==> src/rtl/load_store_unit_if.sv <==
// load_store_unit_if: request/response handshake plus data-memory port of the
// load/store unit, bundled as one interface.
//   slave  : the LSU side (takes requests, drives response and memory controls)
//   master : the core + memory side (drives requests and mem_read_data)
// Signals:
//   req_valid/req_ready/req_store/req_funct3/req_addr/req_wdata  request
//   resp_valid/resp_rdata/resp_err                               response pulse
//   mem_we/mem_read_addr/mem_write_addr/mem_write_data           memory controls
//   mem_read_data                                                memory read data (1-cycle registered)
interface load_store_unit_if #(
  parameter int ADDR_W = 32
) ();
  logic              req_valid;
  logic              req_ready;
  logic              req_store;
  logic [2:0]        req_funct3;
  logic [ADDR_W-1:0] req_addr;
  logic [31:0]       req_wdata;
  logic              resp_valid;
  logic [31:0]       resp_rdata;
  logic              resp_err;
  logic              mem_we;
  logic [ADDR_W-1:0] mem_read_addr;
  logic [ADDR_W-1:0] mem_write_addr;
  logic [31:0]       mem_write_data;
  logic [31:0]       mem_read_data;

  modport slave (
    input  req_valid, req_store, req_funct3, req_addr, req_wdata, mem_read_data,
    output req_ready, resp_valid, resp_rdata, resp_err,
           mem_we, mem_read_addr, mem_write_addr, mem_write_data
  );

  modport master (
    output req_valid, req_store, req_funct3, req_addr, req_wdata, mem_read_data,
    input  req_ready, resp_valid, resp_rdata, resp_err,
           mem_we, mem_read_addr, mem_write_addr, mem_write_data
  );
endinterface

==> src/rtl/load_store_unit.sv <==
// load_store_unit: converts RISC-V B/H/W/BU/HU loads and B/H/W stores into
// word accesses on a word-addressed memory with 1-cycle registered read.
// Sub-word stores are done as read-modify-write; sub-word loads are lane
// extracted and sign/zero extended. One request in flight; one-cycle
// response pulse issued while already back in IDLE (back-to-back capable).
// Ports:
//   clk    rising-edge clock
//   reset  asynchronous active-low reset
//   bus    load_store_unit_if.slave (request, response, memory port)
// Optional build macro:
//   LSU_MISALIGN_CHECK_EN  when defined, misaligned H/HU/SH and W/SW requests
//                          are rejected with resp_err; otherwise low address
//                          bits below the access size are ignored.
module load_store_unit #(
  parameter int ADDR_W = 32
) (
  input logic             clk,
  input logic             reset,
  load_store_unit_if.slave bus
);

  typedef enum logic [2:0] {
    S_IDLE, S_RD, S_LD, S_RMW_WR, S_WR, S_ERR
  } state_t;

  state_t            state_q, state_d;
  logic              store_q;
  logic [2:0]        funct3_q;
  logic [ADDR_W-1:0] addr_q;
  logic [31:0]       wdata_q;
  logic              resp_valid_q, resp_valid_d;
  logic              resp_err_q, resp_err_d;
  logic [31:0]       resp_rdata_q, resp_rdata_d;

  logic        req_ready;
  logic        f3_ok, misalign, req_err;
  logic [7:0]  byte_sel;
  logic [15:0] half_sel;
  logic [31:0] load_ext;
  logic [31:0] merged;

  assign req_ready = (state_q == S_IDLE);

  // Request decode (only consulted when req_valid is high in IDLE)
  always_comb begin
    f3_ok    = 1'b0;
    misalign = 1'b0;
    if (bus.req_store)
      f3_ok = (bus.req_funct3 == 3'b000) || (bus.req_funct3 == 3'b001) ||
              (bus.req_funct3 == 3'b010);
    else
      f3_ok = (bus.req_funct3 == 3'b000) || (bus.req_funct3 == 3'b001) ||
              (bus.req_funct3 == 3'b010) || (bus.req_funct3 == 3'b100) ||
              (bus.req_funct3 == 3'b101);
`ifdef LSU_MISALIGN_CHECK_EN
    // funct3[1:0] encodes size for every supported op: 00 B, 01 H, 10 W
    case (bus.req_funct3[1:0])
      2'b01:   misalign = bus.req_addr[0];
      2'b10:   misalign = (bus.req_addr[1:0] != 2'b00);
      default: misalign = 1'b0;
    endcase
`else
    misalign = 1'b0;
`endif
    req_err = !f3_ok || misalign;
  end

  // Lane extraction from the word returned by memory
  always_comb begin
    case (addr_q[1:0])
      2'b00:   byte_sel = bus.mem_read_data[7:0];
      2'b01:   byte_sel = bus.mem_read_data[15:8];
      2'b10:   byte_sel = bus.mem_read_data[23:16];
      default: byte_sel = bus.mem_read_data[31:24];
    endcase
    half_sel = addr_q[1] ? bus.mem_read_data[31:16] : bus.mem_read_data[15:0];
    case (funct3_q)
      3'b000:  load_ext = {{24{byte_sel[7]}}, byte_sel};
      3'b001:  load_ext = {{16{half_sel[15]}}, half_sel};
      3'b100:  load_ext = {24'h0, byte_sel};
      3'b101:  load_ext = {16'h0, half_sel};
      default: load_ext = bus.mem_read_data;
    endcase
  end

  // Store merge: replace the addressed lane(s) of the word just read
  always_comb begin
    merged = bus.mem_read_data;
    if (funct3_q[1:0] == 2'b00) begin
      case (addr_q[1:0])
        2'b00:   merged[7:0]   = wdata_q[7:0];
        2'b01:   merged[15:8]  = wdata_q[7:0];
        2'b10:   merged[23:16] = wdata_q[7:0];
        default: merged[31:24] = wdata_q[7:0];
      endcase
    end else if (addr_q[1]) begin
      merged[31:16] = wdata_q[15:0];
    end else begin
      merged[15:0]  = wdata_q[15:0];
    end
  end

  // Next-state and response logic
  always_comb begin
    state_d      = state_q;
    resp_valid_d = 1'b0;
    resp_err_d   = 1'b0;
    resp_rdata_d = 32'h0;
    case (state_q)
      S_IDLE: begin
        if (bus.req_valid) begin
          if (req_err)
            state_d = S_ERR;
          else if (bus.req_store && (bus.req_funct3 == 3'b010))
            state_d = S_WR;
          else
            state_d = S_RD;
        end
      end
      // memory samples the read address at the end of RD
      S_RD: state_d = store_q ? S_RMW_WR : S_LD;
      S_LD: begin
        state_d      = S_IDLE;
        resp_valid_d = 1'b1;
        resp_rdata_d = load_ext;
      end
      S_RMW_WR, S_WR: begin
        state_d      = S_IDLE;
        resp_valid_d = 1'b1;
      end
      S_ERR: begin
        state_d      = S_IDLE;
        resp_valid_d = 1'b1;
        resp_err_d   = 1'b1;
      end
      default: state_d = S_IDLE;
    endcase
  end

  always_ff @(posedge clk or negedge reset) begin
    if (!reset) begin
      state_q      <= S_IDLE;
      resp_valid_q <= 1'b0;
      resp_err_q   <= 1'b0;
      resp_rdata_q <= 32'h0;
    end else begin
      state_q      <= state_d;
      resp_valid_q <= resp_valid_d;
      resp_err_q   <= resp_err_d;
      resp_rdata_q <= resp_rdata_d;
    end
  end

  // Request capture on accept
  always_ff @(posedge clk or negedge reset) begin
    if (!reset) begin
      store_q  <= 1'b0;
      funct3_q <= 3'b000;
      addr_q   <= '0;
      wdata_q  <= 32'h0;
    end else if (bus.req_valid && req_ready) begin
      store_q  <= bus.req_store;
      funct3_q <= bus.req_funct3;
      addr_q   <= bus.req_addr;
      wdata_q  <= bus.req_wdata;
    end
  end

  // Write enable is decoded from state so reset kills a pending write at once
  assign bus.req_ready      = req_ready;
  assign bus.resp_valid     = resp_valid_q;
  assign bus.resp_err       = resp_err_q;
  assign bus.resp_rdata     = resp_rdata_q;
  assign bus.mem_we         = (state_q == S_WR) || (state_q == S_RMW_WR);
  assign bus.mem_read_addr  = {addr_q[ADDR_W-1:2], 2'b00};
  assign bus.mem_write_addr = {addr_q[ADDR_W-1:2], 2'b00};
  assign bus.mem_write_data = (state_q == S_RMW_WR) ? merged : wdata_q;

endmodule
==> src/flat_wrapper.sv <==
// flat-port wrapper written by rule: the top's interface ports become plain ports
module load_store_unit_flat 
#(
  parameter int ADDR_W = 32
)
  (clk, reset, bus_req_valid, bus_req_store, bus_req_funct3, bus_req_addr, bus_req_wdata, bus_mem_read_data, bus_req_ready, bus_resp_valid, bus_resp_rdata, bus_resp_err, bus_mem_we, bus_mem_read_addr, bus_mem_write_addr, bus_mem_write_data);
  load_store_unit_if #(.ADDR_W(ADDR_W)) bus_i ();
  input logic clk;
  input logic reset;
  input wire logic [$bits(bus_i.req_valid)-1:0] bus_req_valid;
  input wire logic [$bits(bus_i.req_store)-1:0] bus_req_store;
  input wire logic [$bits(bus_i.req_funct3)-1:0] bus_req_funct3;
  input wire logic [$bits(bus_i.req_addr)-1:0] bus_req_addr;
  input wire logic [$bits(bus_i.req_wdata)-1:0] bus_req_wdata;
  input wire logic [$bits(bus_i.mem_read_data)-1:0] bus_mem_read_data;
  output wire logic [$bits(bus_i.req_ready)-1:0] bus_req_ready;
  output wire logic [$bits(bus_i.resp_valid)-1:0] bus_resp_valid;
  output wire logic [$bits(bus_i.resp_rdata)-1:0] bus_resp_rdata;
  output wire logic [$bits(bus_i.resp_err)-1:0] bus_resp_err;
  output wire logic [$bits(bus_i.mem_we)-1:0] bus_mem_we;
  output wire logic [$bits(bus_i.mem_read_addr)-1:0] bus_mem_read_addr;
  output wire logic [$bits(bus_i.mem_write_addr)-1:0] bus_mem_write_addr;
  output wire logic [$bits(bus_i.mem_write_data)-1:0] bus_mem_write_data;
  assign bus_i.req_valid = bus_req_valid;
  assign bus_i.req_store = bus_req_store;
  assign bus_i.req_funct3 = bus_req_funct3;
  assign bus_i.req_addr = bus_req_addr;
  assign bus_i.req_wdata = bus_req_wdata;
  assign bus_i.mem_read_data = bus_mem_read_data;
  assign bus_req_ready = bus_i.req_ready;
  assign bus_resp_valid = bus_i.resp_valid;
  assign bus_resp_rdata = bus_i.resp_rdata;
  assign bus_resp_err = bus_i.resp_err;
  assign bus_mem_we = bus_i.mem_we;
  assign bus_mem_read_addr = bus_i.mem_read_addr;
  assign bus_mem_write_addr = bus_i.mem_write_addr;
  assign bus_mem_write_data = bus_i.mem_write_data;
  load_store_unit #(.ADDR_W(ADDR_W)) u_core (.clk(clk), .reset(reset), .bus(bus_i));
endmodule
==> config.mk <==
export PLATFORM = sky130hd
export DESIGN_NAME = load_store_unit_flat
export DESIGN_NICKNAME = d
export VERILOG_FILES = /design/src/rtl/load_store_unit_if.sv /design/src/rtl/load_store_unit.sv /design/src/flat_wrapper.sv
export SDC_FILE = /design/constraint.sdc
export NUM_CORES = 1
export LEC_CHECK = 0
export CELL_PAD_IN_SITES_DETAIL_PLACEMENT = 0
export CELL_PAD_IN_SITES_GLOBAL_PLACEMENT = 2
export CORE_ASPECT_RATIO = 0.75
export CORE_UTILIZATION = 26
export DETAILED_ROUTE_END_ITERATION = 10
export GPL_ROUTABILITY_DRIVEN = 0
export PLACE_DENSITY_LB_ADDON = 0.1
export SLEW_MARGIN = 20
export SYNTH_ARGS = -nofsm -noshare
export SYNTH_HDL_FRONTEND = slang
export SYNTH_SLANG_ARGS = --single-unit
==> constraint.sdc <==
create_clock -name clk -period 2.1 [get_ports clk]
set_input_delay 0.42 -clock clk [delete_from_list [all_inputs] [get_ports clk]]
set_output_delay 0.42 -clock clk [all_outputs]
set_load 0.005 [all_outputs]
==> impl.org, run 1 <==
* Implementation run

** Layout
- Non-clock inverters in the final layout number 19.
- Combined area of the multi-input logic cells :: roughly 0.0022 mm2
- Counting the clock-network buffers in the layout gives 10.
- The finished cells cover ~0.0087 mm2.
- Fraction of standard cell area in multi-input logic :: 0.257
- The flow measured a signed area growth from synthesis to layout of 60.5%.
- For this run, the post-layout net count is 824.
- Bufs w/o clock :: approximately 330

** Global route
- Grt met3 use :: 0.0477
- Vias in the first global route :: 4668
- Routing usage on met2 :: 0.265
- The global routing report lists combined usage of all routing layers as 0.175.
- Per the GRT congestion report, total overflow comes to 0.
- Antenna violations before repair :: 2
- Busiest metal layer after global routing :: met2
- Entering global routing, the biggest net connects ~45 pins.
- The first global-routing pass estimated 27.9 mm of wire.

** Synth
- Post-synth tally of flip-flops with integrated enable :: 0
- Most area-hungry cell type in the Yosys netlist :: sky130_fd_sc_hd__dfrtp_1
- After synthesis, the netlist uses about 45 different library cells.
- Yosys reports a chip area of roughly 0.0054 mm2.
- The share of synthesized area in the top cell type comes to 0.483.
- The synthesis report lists the most area-consuming cells as sky130_fd_sc_hd__dfrtp_1 (48%), sky130_fd_sc_hd__mux2_1 (16%), sky130_fd_sc_hd__buf_4 (8.8%).
- Post-synthesis async set-or-reset flop share :: 1.00
- Warnings reported by Yosys during synthesis add up to 0.
- Most frequent cell after synthesis :: sky130_fd_sc_hd__dfrtp_1
- After technology mapping, the gate count stands at 465.
- Yosys aoi share :: 0.105
- Portion of netlist area occupied by mux cells :: 0.189
- Avg Cell Area, Syn :: 11.7 um2
- Grouping non-sequential cells by family puts the most area in multiplexers.
- Yosys stat counts ~470 cells in the synthesized netlist.

** Route
- Number of nets with antenna violations after routing :: 0
- Highest routing layer actually used :: met5
- Number of vias after detailed routing :: 4436
- Remaining DRCs :: 0
- WL met3 :: 1.30 mm
- DR iter-0 viols :: 244
- Average via count per standard cell :: between 4 and 5

** Final timing
- Worst hold slack after final layout :: 490 ps
- Setup_tns :: -7320 ps
- Max Transition Viols Final :: 0
- Fin crit period :: 2440 ps
- Portion of the clock cycle consumed by the worst path in the final layout :: 1.16
- After layout, the worst setup slack is -339 ps.
- Per the timing report, the achievable frequency comes out to about 410 MHz.
- Final tally of setup violations :: 32
- Per the final timing report, the hold violations number 0.

** Placement
- Input and output buffers added on the ports amount to between 200 and 250.
- Post-DP Area :: just over 0.008 mm2
- Post-placement setup slack :: -395 ps
- Counting tap cells, the placed design contains a total of slightly below 1000 instances.

** Die
- Row generation in the floorplan step produced 45 rows.
- Across the placement rows, the number of tap cells is 282.

** Pwr
- Peak supply drop :: 0.502 mV
- Power per cell area :: 1400 mW/mm2
- Heaviest power group :: combinational logic
- Comb pwr share :: 0.575
- Clock network power share :: 0.142
- Leak :: 0.00396 uW
- Power Internal :: 8030 uW
- Part of the power in registers :: 0.284
- Switching Fraction :: 0.344

** Min path
- The report gives the cell count of the worst hold path as 1.
- Checking hold timing, the worst path is listed with class reg -> reg.
- For the worst min-delay path, the startpoint reported by OpenROAD is u_core.wdata_q[24].

** Worst setup path
- CP endpoint kind :: output port
- Delay of the slowest cell on the worst path :: ~440 ps
- The launch point of the worst register-to-register path is recorded as u_core.state_q[2].
- Element type at the critical path start :: flip-flop
- Per STA, the startpoint of the critical path is u_core.state_q[2].
- Critical path class :: reg -> out
- The most critical setup path has its endpoint at bus_mem_write_data[13].
- The worst register-to-register path ends at u_core.wdata_q[3].

** Clock tree
- Post-CTS repair timing setup buffer count :: 20
- No sink is reached through more buffers than the 2 on the longest clock path.
- TritonCTS built the clock tree.
- Clk ins delay skew pair :: 350 ps
- After clock tree synthesis, the flow added hold-fix buffers numbering 1.
- Per the CTS log, the root buffer master is sky130_fd_sc_hd__clkbuf_16.

** Run status
- Failing checks :: negative setup slack
- The flow ran to the end, but the final reports show violations.
## run 1: cells in the final DEF (no fill, tap or decap), types with 3 or more instances in the layout
cell type,synthesis,final
sky130_fd_sc_hd__clkdlybuf4s50_1,0,195
sky130_fd_sc_hd__dfrtp_1,105,103
sky130_fd_sc_hd__buf_4,64,71
sky130_fd_sc_hd__mux2_1,75,64
sky130_fd_sc_hd__nor2_1,29,28
sky130_fd_sc_hd__nand2_1,24,24
sky130_fd_sc_hd__buf_2,10,23
sky130_fd_sc_hd__buf_6,3,20
sky130_fd_sc_hd__inv_1,18,18
sky130_fd_sc_hd__a21o_1,17,17
sky130_fd_sc_hd__mux2i_1,15,13
sky130_fd_sc_hd__buf_12,6,12
sky130_fd_sc_hd__o21ai_1,12,11
sky130_fd_sc_hd__mux2_4,0,11
sky130_fd_sc_hd__nand3b_1,10,10
sky130_fd_sc_hd__o21ai_0,9,9
sky130_fd_sc_hd__clkbuf_16,0,9
sky130_fd_sc_hd__a222oi_1,8,8
sky130_fd_sc_hd__o22ai_1,8,8
sky130_fd_sc_hd__a221oi_2,0,7
sky130_fd_sc_hd__o221ai_1,6,6
sky130_fd_sc_hd__conb_1,1,4
sky130_fd_sc_hd__a21oi_1,3,3
sky130_fd_sc_hd__clkinvlp_4,0,3
sky130_fd_sc_hd__buf_8,1,3
## run 1: state kept, by name, summed over array words and instances (netlist names)
name / flops
u_core.wdata_q: 32
u_core.addr_q: 32
u_core.bus.resp_rdata: 32
u_core.store_q: 1
u_core.state_q: 3
u_core.bus.resp_err: 1
u_core.funct3_q: 3
u_core.bus.resp_valid: 1
### I/O nets highlighted, run 1

The bar under the picture is 50 um long.
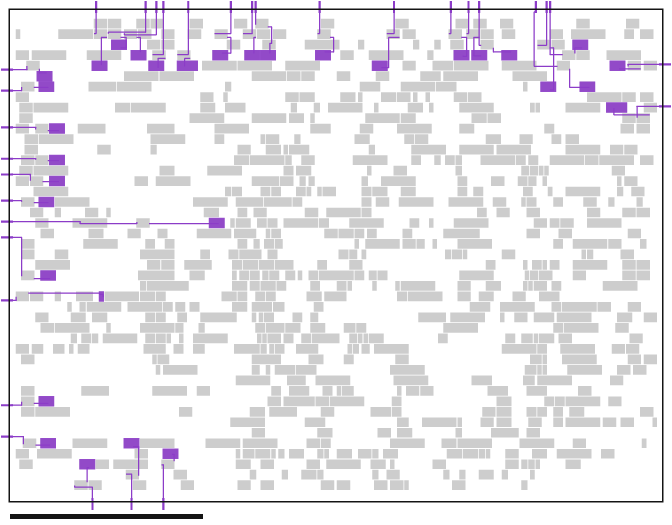
bus_req_addr: shown in purple, bits 32, direction input, end cells 32, wire 513 um.

### Placement view, run 1

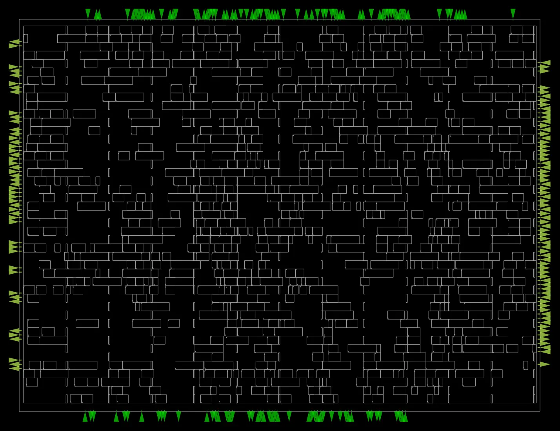
flip-flop and latch share of the layout cell area: 0.301
Seq cells: 105
Filler Cell Count: 2015
core outline area: 0.0204 mm2

### Power grid, run 1

The bar under the picture is 50 um long. Pins as bars on the die edge. Tap cells in gray.
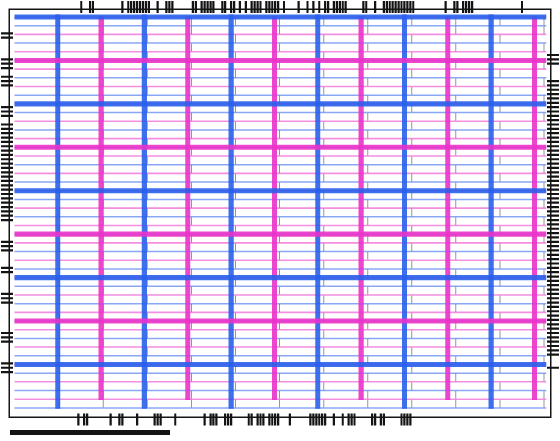
VDD: shown in magenta. VSS: shown in blue.
9 straps on met5. 12 straps on met4. 235 signal pins sit on the boundary. 282 tap cells. 46 met1 rails follow the rows.

### Routed metal per tile, run 1

The die is cut into 34 by 25 equal tiles; dark blue is low, red is high, scaled to the fullest tile. Values are wire area over tile area, all layers added.
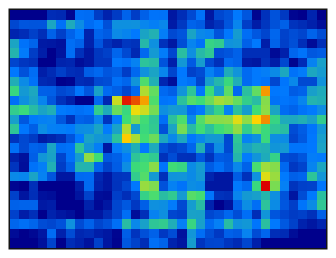
The emptiest ninth of the die: lower left. 5.9% of the tiles are nearly empty. 7.5% of the tiles are over half the peak.

==> inputs of run 2 (changes only) <==
Settings changed: SLEW_MARGIN 20 to 15.
### I/O nets highlighted, run 2

The bar under the picture is 50 um long.
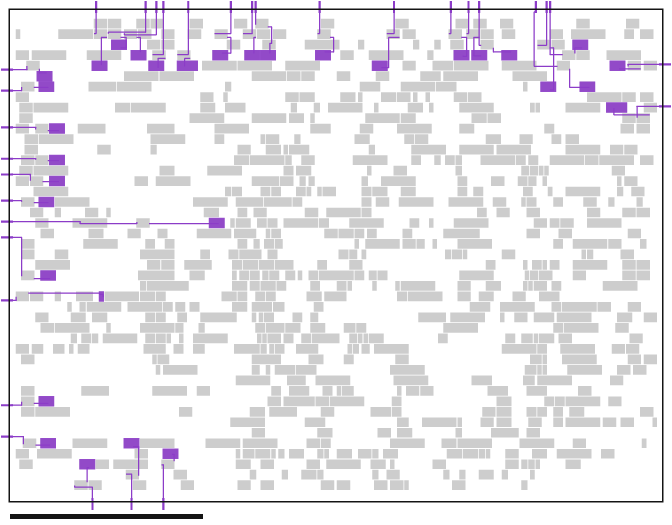
bus_req_addr: shown in purple, bits 32, direction input, end cells 32, wire 513 um.

### Placement view, run 2

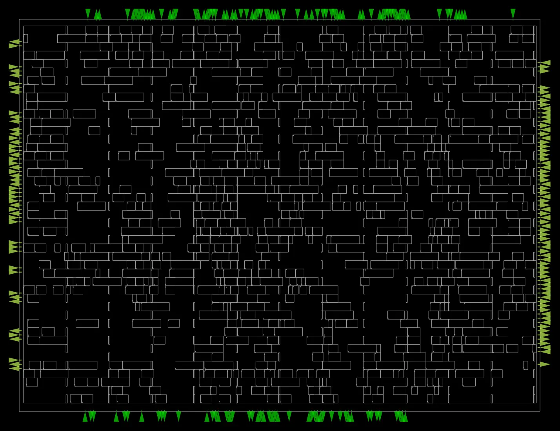
utilization after layout: 0.429
number of well-tap cells placed: 282
num rows: 45

==> impl.org, run 2 <==
* Implementation run

** Run status
- Outcome: complete, but fails checks (unchanged).
- Failing checks :: negative setup slack (unchanged)

** Synth
- Post-synth tally of flip-flops with integrated enable :: 0 (unchanged)
- Largest cells by area: sky130_fd_sc_hd__dfrtp_1 (48%), sky130_fd_sc_hd__mux2_1 (16%), sky130_fd_sc_hd__buf_4 (8.8%) (unchanged).
- The cell type with the highest aggregate area in the netlist is sky130_fd_sc_hd__dfrtp_1 (unchanged).
- The number of warnings printed during yosys synthesis came to 0 (unchanged).
- The post-synthesis average cell area came to 11.7 um2 (unchanged).
- The number of synthesized register bits was 105 (unchanged).
- The most frequently used cell type in the post-synthesis netlist was sky130_fd_sc_hd__dfrtp_1 (unchanged).
- The sequential fraction of the synthesis area is 0.483 (unchanged).
- Yosys top cell area share :: 0.483 (unchanged)
- The cell count in the Yosys report came to 465 (unchanged).
- The share of async-settable or async-resettable flops after synthesis was 1.00 (unchanged).
- The dominant register cell in the synthesized netlist is sky130_fd_sc_hd__dfrtp_1 (unchanged).
- Number of distinct library cell variants in the gate-level netlist after synthesis :: 45 (unchanged)
- The post-synth area from yosys stat came to 0.00544 mm2 (unchanged).
- Cell count after synthesis :: 465 (unchanged)

** Global route
- The sum of overflow across all layers after global routing was 0 (unchanged).
- Antenna violations before repair :: 2 (unchanged)
- The pin count of the biggest net entering global routing came to 45 (unchanged).
- Global-route wire length before repair :: 27.9 mm (unchanged)
- The total global-route track usage came to 0.175 (unchanged).
- The via count of the first global-routing pass was 4668 (unchanged).

** Final timing
- Portion of the clock cycle consumed by the worst path in the final layout :: 1.16 (unchanged)
- The final total negative setup slack came to -7320 ps (unchanged).
- RSZ-0062 raised after global routing :: true (unchanged)
- Max Transition Viols Final :: 0 (unchanged)
- The number of endpoints failing setup at the final stage came to 32 (unchanged).
- Fin crit period :: 2440 ps (unchanged)
- Max Clk Rate :: 410 MHz (unchanged)
- The post-route worst setup slack is -339 ps (unchanged).
- The number of hold-slack violations in the final timing report is 0 (unchanged).
- Worst hold slack after final layout :: 490 ps (unchanged)

** Clock tree
- Clock sink count :: 105 (unchanged)
- Number of buffers added by the clock tree synthesis step :: 9 (unchanged)
- CTS Root Cell :: sky130_fd_sc_hd__clkbuf_16 (unchanged)
- Number of buffers between clock root and the deepest sink :: 2 (unchanged)
- The clock latency at the later pin of the worst-skew pair was 350 ps (about the same).
- The clock tree from TritonCTS was yes (unchanged).

** Pwr
- Comb pwr share :: 0.575 (about the same)
- Clock network power share :: 0.142 (about the same)
- The total internal power came to 8030 uW (unchanged).
- Switching power summed over all nets :: 4210 uW (unchanged)
- Leak :: 0.00396 uW (unchanged)
- Switching Fraction :: 0.344 (unchanged)
- Power per cell area :: 1400 mW/mm2 (unchanged)
- The maximum vdd drop was 0.502 mV (unchanged).
- Total chip power :: 12200 uW (unchanged)
- Part of the power in registers :: 0.284 (about the same)

** Worst setup path
- Largest fanout on the critical path :: 8 (unchanged)
- The source of the worst register-to-register timing path is u_core.state_q[2] (unchanged).
- Worst-case register-to-register setup slack :: 80 ps (about the same)
- CP delay by family, top :: AND-OR/OR-AND gates (unchanged)
- The first element of the critical path is u_core.state_q[2] (unchanged).
- CP endpoint kind :: output port (unchanged)
- Delay of the slowest cell on the worst path :: 440 ps (about the same)
- The kind of launch point of the worst setup path is a flip-flop (unchanged).
- The slowest stage cell on the critical path is sky130_fd_sc_hd__a222oi_1 (unchanged).
- The category of the critical setup timing path is reg -> out (unchanged).

** Die
- The horizontal extent of the die came to 169 um (unchanged).
- The floorplan die height was 127 um (unchanged).
- The die outline area was 0.0215 mm2 (unchanged).
- The total core area is 0.0204 mm2 (unchanged).
- The total I/O pin count came to 235 (unchanged).

** Route
- Number of vias after detailed routing :: 4436 (unchanged)
- Average via count per standard cell :: 4.40 (unchanged)
- DR iter-0 viols :: 244 (unchanged)
- The highest routed metal layer is met5 (unchanged).
- Metal1 wirelength :: 8.77 mm (unchanged)
- Remaining DRCs :: 0 (unchanged)
- Met2 routed WL :: 8.11 mm (unchanged)
- Drt wl/cell :: 18.4 um (unchanged)
- The length of routed met3 wiring was 1.30 mm (unchanged).
- Number of nets with antenna violations after routing :: 0 (unchanged)

** Layout
- Area delta synth->final :: 60.5% (unchanged)
- Commonest cells after routing, fill and taps aside :: sky130_fd_sc_hd__clkdlybuf4s50_1 (195), sky130_fd_sc_hd__dfrtp_1 (103), sky130_fd_sc_hd__buf_4 (71), sky130_fd_sc_hd__mux2_1 (64), sky130_fd_sc_hd__nor2_1 (28) (unchanged)
- Post-layout instance area :: 0.00874 mm2 (unchanged)
- The final net count came to 824 (unchanged).
- The most common cell after layout, fill and taps aside is sky130_fd_sc_hd__clkdlybuf4s50_1 (unchanged).
- The filler-free cell count of the finished design was 1009 (unchanged).
- Share of cells above drive strength 1 :: 0.263 (unchanged)

** Placement
- Post-DP Area :: 0.00805 mm2 (unchanged)
- Number of cells after detailed placement :: 963 (unchanged)
- Post-placement setup slack :: -395 ps (unchanged)
- HPWL after DPL :: 14.2 mm (unchanged)
- IO buf count :: 230 (unchanged)

** Min path
- The start point of the worst min-delay path was u_core.wdata_q[24] (unchanged).
- The worst hold path class was reg -> reg (unchanged).

** Flow run
- The count of warning messages emitted by the tools came to 28 (unchanged).
### Power grid, run 2

The bar under the picture is 50 um long. Pins as bars on the die edge. Tap cells in gray.
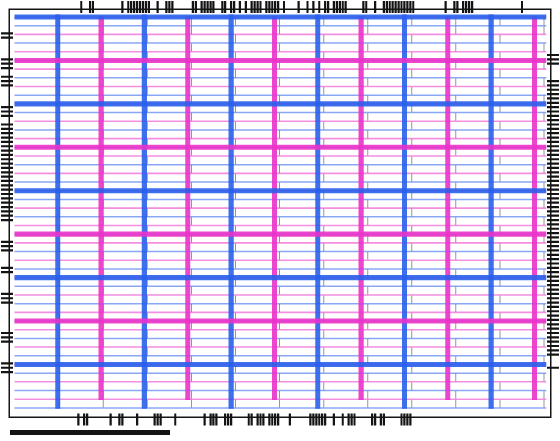
VDD: shown in magenta. VSS: shown in blue.
46 met1 rails follow the rows. 9 straps on met5.

## run 2: cell counts after synthesis
Identical to the previous run, type by type.
## run 2: what timing repair did
action,4_1_cts,5_1_grt
hold buffers,1,0
gates resized,184,11
buffers inserted,20,12
pin swaps,24,20
hold endpoints to repair,2,0
endpoints found under the setup margin,50,32
## run 2: worst reg2reg max path: cells and delay by family, from the launching register on
family	cells	cell delay, ps
flops	1	400
buf+inv	4	620
simple gates	2	520
mux	1	370
## run 2: worst paths after layout
kind / end / depth (start not counted)
setup / recovery: bus_mem_write_data[13] / 6
hold / removal: u_core.wdata_q[24] / 1
setup reg to reg: u_core.wdata_q[3] / 7
hold reg to reg: u_core.wdata_q[24] / 1
max in group asynchronous: u_core.funct3_q[1] / 3
min in group asynchronous: u_core.addr_q[2] / 2
## run 2: power groups by stage
stage | clock (uW) | combinational (uW) | sequential, uW
6_report | 1730 | 7040 | 3470
5_1_grt | 1900 | 7590 | 3600
4_1_cts | 1820 | 6880 | 3490
3_5_place_dp | 0 | 6540 | 3510
3_3_place_gp | 0 | 6520 | 3470
2_1_floorplan | 0 | 3530 | 3360
## run 2: cells by family after synthesis
group	Yosys count	synth area share
compound gates	79	0.105
xor+xnor	1	0.00161
buf+inv	105	0.143
flops	105	0.483
mux	93	0.189
other cells	1	0.000689
simple gates	81	0.0772
## run 2: area by class of cell
type,instances,area (um2)
Tap cell,282,353
Multi-Input combinational cell,258,2240
Clock inverter,6,66.3
Sequential cell,105,2630
Timing Repair Buffer,328,3140
Inverter,19,71.3
Fill cell,2015,11600
Antenna cell,1,2.50
Clock buffer,10,229
## run 2: layer usage
metal | GRT usage | vias to the layer above
li1 | - | 2072
met1 | 0.241 | 2170
met2 | 0.265 | 172
met3 | 0.0477 | 20
met4 | 0.0530 | 2
met5 | 0 | -
Power and IR drop assume default switching activity.
